Run 1, M1 wires:
Drawn at 3 px/um. Supply wires on this layer in gray.
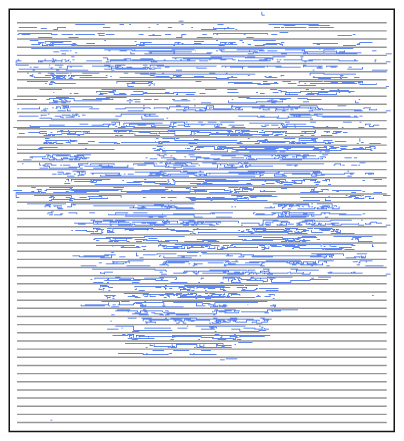
Run 1, met2 routing:
Drawn at 2 px/um. Cells faint in the background.
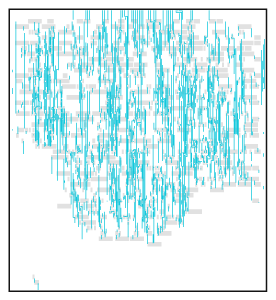
Run 1, signal wires on met3:
Drawn at 3 px/um.
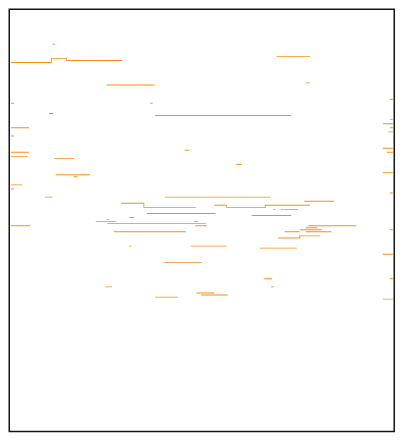
Run 1, metal 4:
Drawn at 3 px/um. Supply wires on this layer in gray.
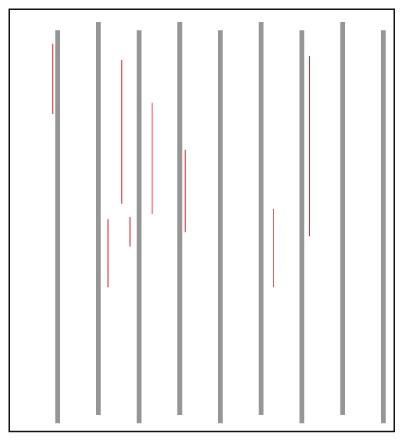
Design prg_loader, sky130hd; sources not shown.
==> results.cfg, run 1 <==
; yosys + openroad results
[pwr]
ir_drop_uv = 496
p_clk_frac = 0.383
clk-power_uw = 1990
p_int_uw = 3620
top_power_group = sequential cells
seq-power_uw = 2080
leakage_uw = 0.00255
p_comb_uw = 1130
switching_share = 0.304
p_sw_uw = 1580
p_comb_frac = 0.218
p_seq_frac = 0.399
p_per_area_nw_per_um2 = 836
total_power_uw = 5200

[clock_tree]
post_cts_resized = 4
post_cts_buffers = 1
cts.clk_slew.worst_paths_ns = 0.07
cts_sinks = 99
numCtsBuffers = 9
root_buffer = clkbuf_16
clock_path_buffers = 2
clk_latency_ns = 0.36
cts_tree = built
cts_hold_buffers = 0
htreeDepth = 3

[floorplanning]
die_w_um = 128
num_io_pins = 57
rows = 49
die_y_um = 140
initCoreUtil = 0.308
tapCellCount = 204
core_um2 = 16400
dieArea_um2 = 17900

[cells_and_area]
num-nonclk-buffers = 90
comb_area_um2 = 2640
clockNetworkAreaShare = 0.0566
seq_area_um2 = 1980
seq_share = 0.319
inverters = 62
dominant_cells = combinational gates
sh_comb_area = 0.425
flop-count = 99
drive_gt1_frac = 0.0820
finalNetCount = 841
comb_cells = 562
area_delta_synth_final_pct = 22.8
num_antenna_cells = 0
fin_util = 0.378
nFillCells = 1756
clock_buffers = 10
nonClkBufAreaFrac = 0.121
fin_cells = 1033

[global_route]
grt_max_degree = 17
grt_usage = 0.174
overflow = 0
grt_pass1_wl_um = 24300
grt_pass1_vias = 4535
antenna_found_initial = 0

[final_timing]
rsz0062_at_grt = no
setup_tns_ns = 0
slew_headroom = 0.569
slew_violations = 0
fin_crit_ns = 1.96
clock.fmax_ghz = 0.510
hold_ws_ns = 0.455
hold_viol = 0
setup_viol = 0
fin_crit_sh = 0.947
fin_worst_skew_ns = 0.00914
tightest_slew_ns = 0.646

[synth]
ys_async_sr_fraction = 0
yosysTopAreaCellShare = 0.391
top_cells_by_count = nand2_1 (234), nor2_1 (104), dfxtp_1 (99), a21oi_1 (74), inv_1 (56)
ys_cells = 758
aoi_share = 0.138
ys_sh_mux = 0
synth.largest_area_cell = dfxtp_1
synthDistinctLibCells = 38
yosys_warnings = 0
synth.comb.largest_family = simple AND/OR/NAND/NOR gates
synth-simple-area-share = 0.354
xor_share = 0.0173
syn_area_um2 = 5060
yosys_area_um2 = 5060
edf_count = 0
avgSynthCellArea_um2 = 6.68
numSynthFlops = 99
topCellsByArea = dfxtp_1 (39%), nand2_1 (17%), nor2_1 (7.7%), a21oi_1 (7.3%), o21ai_0 (4.3%)
syn_nets = 775
flop_cell = dfxtp_1
ys_sh_adder = 0.0124
ys_seq_frac = 0.391
synthCells = 758
synth.most_common_cell = nand2_1

[worst_setup_path]
cp_data_arrival_time_ns = 1.55
slowest_stage = clkdlybuf4s50_1
cp.required_ns = 1.66
rr_worst_depth = 11
cp_top_family = buffers and inverters
cp-end-kind = output port
path_class = primary input to output port
crit_path_cell_trace = clkdlybuf4s50_1 > clkbuf_2 > nor2_1 > buf_2
start_kind = primary input
path_depth = 4
max_stage_delay_ns = 0.54
crit_buf_inv = 3
cp_max_fo = 10
rrSetupSlack_ns = 0.21

[run]
cap_violations = 0
tool_warnings = 28

[place]
port_buffers = 54
dp.final_hpwl_um = 11200
placed_cells = 1016
gp_congestion = 0.855

[detailed_routing]
vias_per_cell = 4.80
wl_per_cell_um = 14.6
dr.pass1.iters = 5
ant_nets = 0
drcViolationCount = 0
drt_iter0_markers = 360

[min_path]
hold_class = flip-flop to flip-flop
hold_depth = 2

[status]
status = completed
-- 'M1 wires' (at the start) --
longest straight run: 107 um
nets with wire on the layer: 783
share of all routed wire: 48%
wire length on this layer: 7290 um
Routed WL: 15100 um
vias: 4959
GR Util met1: 0.237

-- 'met2 routing' (at the start) --
share of all routed wire: 47%
wire length on this layer: 7020 um
nets with wire on the layer: 634
main direction: vertical
longest straight run: 63.9 um
met2 Use GR: 0.279

-- 'signal wires on met3' (at the start) --
share of all routed wire: 3.4%
wire length on this layer: 517 um
nets with wire on the layer: 50
M3 GR Usage: 0.0309

-- 'metal 4' (at the start) --
share of all routed wire: 1.7%
longest straight run: 59.8 um
main direction: vertical
nets with wire on the layer: 6
wire length on this layer: 252 um

==> run 1: layer usage <==
layer  GRT usage  part of all wire  vias up
li1            -                 -     2559
met2       0.279              0.47       98
met4      0.0573             0.017        0
met5           0                 0        -
met1       0.237              0.48     2283
met3      0.0309             0.034       19
==> run 1: per-stage QoR <==
stage                     area (um^2)  setup slack [ns]
after global routing             6220            0.0118
final                            6220             0.110
after floorplan                  5060             0.475
after detailed placement         5860            -0.500
after CTS                        6220          0.000130
after global placement           5860            -0.505
==> run 1: layout by cell type, fill, tap and decap left out, types with 7 or more instances in the layout <==
master,instances
nand2_1,234
nor2_1,104
dfxtp_1,99
a21oi_1,74
inv_1,56
clkdlybuf4s50_1,52
o21ai_0,43
nand3_1,41
clkbuf_1,11
buf_2,11
o21ai_1,9
clkbuf_16,9
buf_4,7
## Run 2: what changed since run 1
Settings changed: GPL_TIMING_DRIVEN 0 to not set, PLACE_DENSITY 0.55 to 0.47.
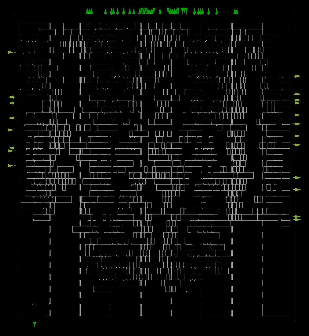
Run 2: cell placement
Seq area share: 0.322
num rows: 49
tap cells: 204

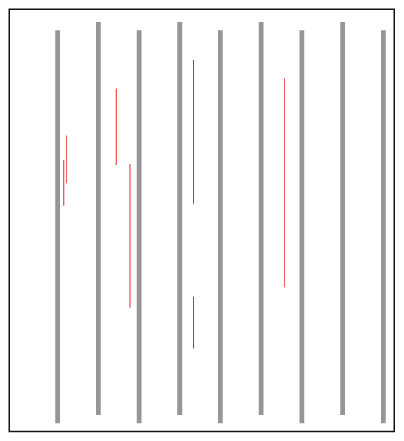
Run 2: metal 4
Drawn at 3 px/um. Supply wires on this layer in gray.
nets with wire on the layer: 5
main direction: vertical
Routed WL: 15100 um
vias: 4937

==> run 2 against run 1 <==
Compared with the run above: fmax is 3.6% higher; via count fell by 0.44%; die size unchanged; clock power down 17%; sequential power barely moved; global-route usage is 0.11 points lower; sequential cell count unchanged; hold slack got worse by 0.0037 ns; register-to-register slack hardly changed; synthesized cell count stayed put; non-clock buffer count fell by 9; largest power group unchanged.
==> results.cfg, run 2 <==
; yosys + openroad results
[synth]
topCellsByArea = dfxtp_1 (39%), nand2_1 (17%), nor2_1 (7.7%), a21oi_1 (7.3%), o21ai_0 (4.3%)
synthCells = 758
numSynthFlops = 99
yosys_area_um2 = 5060
yosys_warnings = 0
syn_nets = 775
yosysTopAreaCellShare = 0.391
syn_area_um2 = 5060
ys_async_sr_fraction = 0
ys_cells = 758
edf_count = 0
synth.most_common_cell = nand2_1
avgSynthCellArea_um2 = 6.68
top_cells_by_count = nand2_1 (234), nor2_1 (104), dfxtp_1 (99), a21oi_1 (74), inv_1 (56)
flop_cell = dfxtp_1
synth.largest_area_cell = dfxtp_1
ys_seq_frac = 0.391
synthDistinctLibCells = 38

[clock_tree]
post_cts_buffers = 0
cts_sinks = 99
cts_hold_buffers = 0
post_cts_resized = 4
numCtsBuffers = 9
htreeDepth = 3
cts_tree = built
clock_path_buffers = 2
clk_latency_ns = 0.36
cts.clk_slew.worst_paths_ns = 0.08
root_buffer = clkbuf_16

[final_timing]
fin_crit_sh = 0.914
setup_slack_ns = 0.178
clock.fmax_ghz = 0.528
rsz0062_at_grt = no
hold_viol = 0
setup_viol = 0
fin_crit_ns = 1.89
tightest_slew_ns = 0.507
slew_headroom = 0.661
hold_ws_ns = 0.451
fin_worst_skew_ns = 0.00906
slew_violations = 0
setup_tns_ns = 0

[pwr]
p_per_area_nw_per_um2 = 793
switching_share = 0.335
p_comb_uw = 1120
p_comb_frac = 0.230
p_int_uw = 3250
top_power_group = sequential cells
p_seq_frac = 0.432
p_sw_uw = 1640
seq-power_uw = 2110
p_clk_frac = 0.338
leakage_uw = 0.00252
total_power_uw = 4890
clk-power_uw = 1650

[global_route]
grt_usage = 0.173
grt.busiest_layer = met2
grt.met2_usage = 0.287
grt_pass1_wl_um = 24400
globalRouteMet3Util = 0.0206
grt_pass1_vias = 4600
overflow = 0
grt_max_degree = 44
met1_usage = 0.233
antenna_found_initial = 0

[cells_and_area]
fin_util = 0.375
comb_area_um2 = 2650
finalNetCount = 832
fin_area_um2 = 6160
fin_cells = 1024
num_antenna_cells = 0
final_common_cell = nand2_1
area_delta_synth_final_pct = 21.7
seq_area_um2 = 1990
nFillCells = 1781
drive_gt1_frac = 0.0902

[place]
placed_cells = 1008
gp_congestion = 0.847
dp_slack_ns = 0.00503
place_area_um2 = 5870
port_buffers = 55
dp.final_hpwl_um = 10700

[floorplanning]
die_y_um = 140
core_um2 = 16400
dieArea_um2 = 17900
die_w_um = 128
initCoreUtil = 0.308
num_io_pins = 57

[detailed_routing]
wl_met3_um = 456
vias_per_cell = 4.82
drt_iter0_markers = 313
ant_nets = 0
wl_met2_um = 7280
wl_per_cell_um = 14.7
top_layer = met4
dr.pass1.iters = 5
drcViolationCount = 0
wl_met1_um = 7120

[worst_setup_path]
cp-end-kind = output port
path_class = flip-flop to output port
start_kind = flip-flop
rr_worst_depth = 6
cp.required_ns = 1.66
cp_max_fo = 6
cp_data_arrival_time_ns = 1.48

[status]
status = completed

[run]
tool_warnings = 28
cap_violations = 0

[min_path]
hold_class = flip-flop to flip-flop
hold_depth = 2
## run 2: cell counts after synthesis
No cell type changed its count.
## run 2: cell families after synthesis
group,Yosys count,share of synthesized area
simple gates,413,0.354
compound gates,133,0.138
flops,99,0.391
buf+inv,97,0.0868
xor+xnor,10,0.0173
fa+ha+maj,5,0.0124
other cells,1,0.000741
## run 2: area by class of cell
class                   instances  area share
repair buffers                 81       0.121
clock buffers                   9      0.0366
clock inverters                 7     0.00995
well taps                     204      0.0414
inverters                      62      0.0382
multi-input cells             562       0.430
flip-flops and latches         99       0.322
## run 2: critical path, cell delays in order, from the launching register on
cell	delay [ns]
dfxtp_1	0.40
nor2_2	0.18
nand2_2	0.12
nand4_4	0.11
inv_1	0.05
nor2_1	0.08
clkbuf_2	0.17
No activity file was given, so power comes from the tool's default toggle rates.
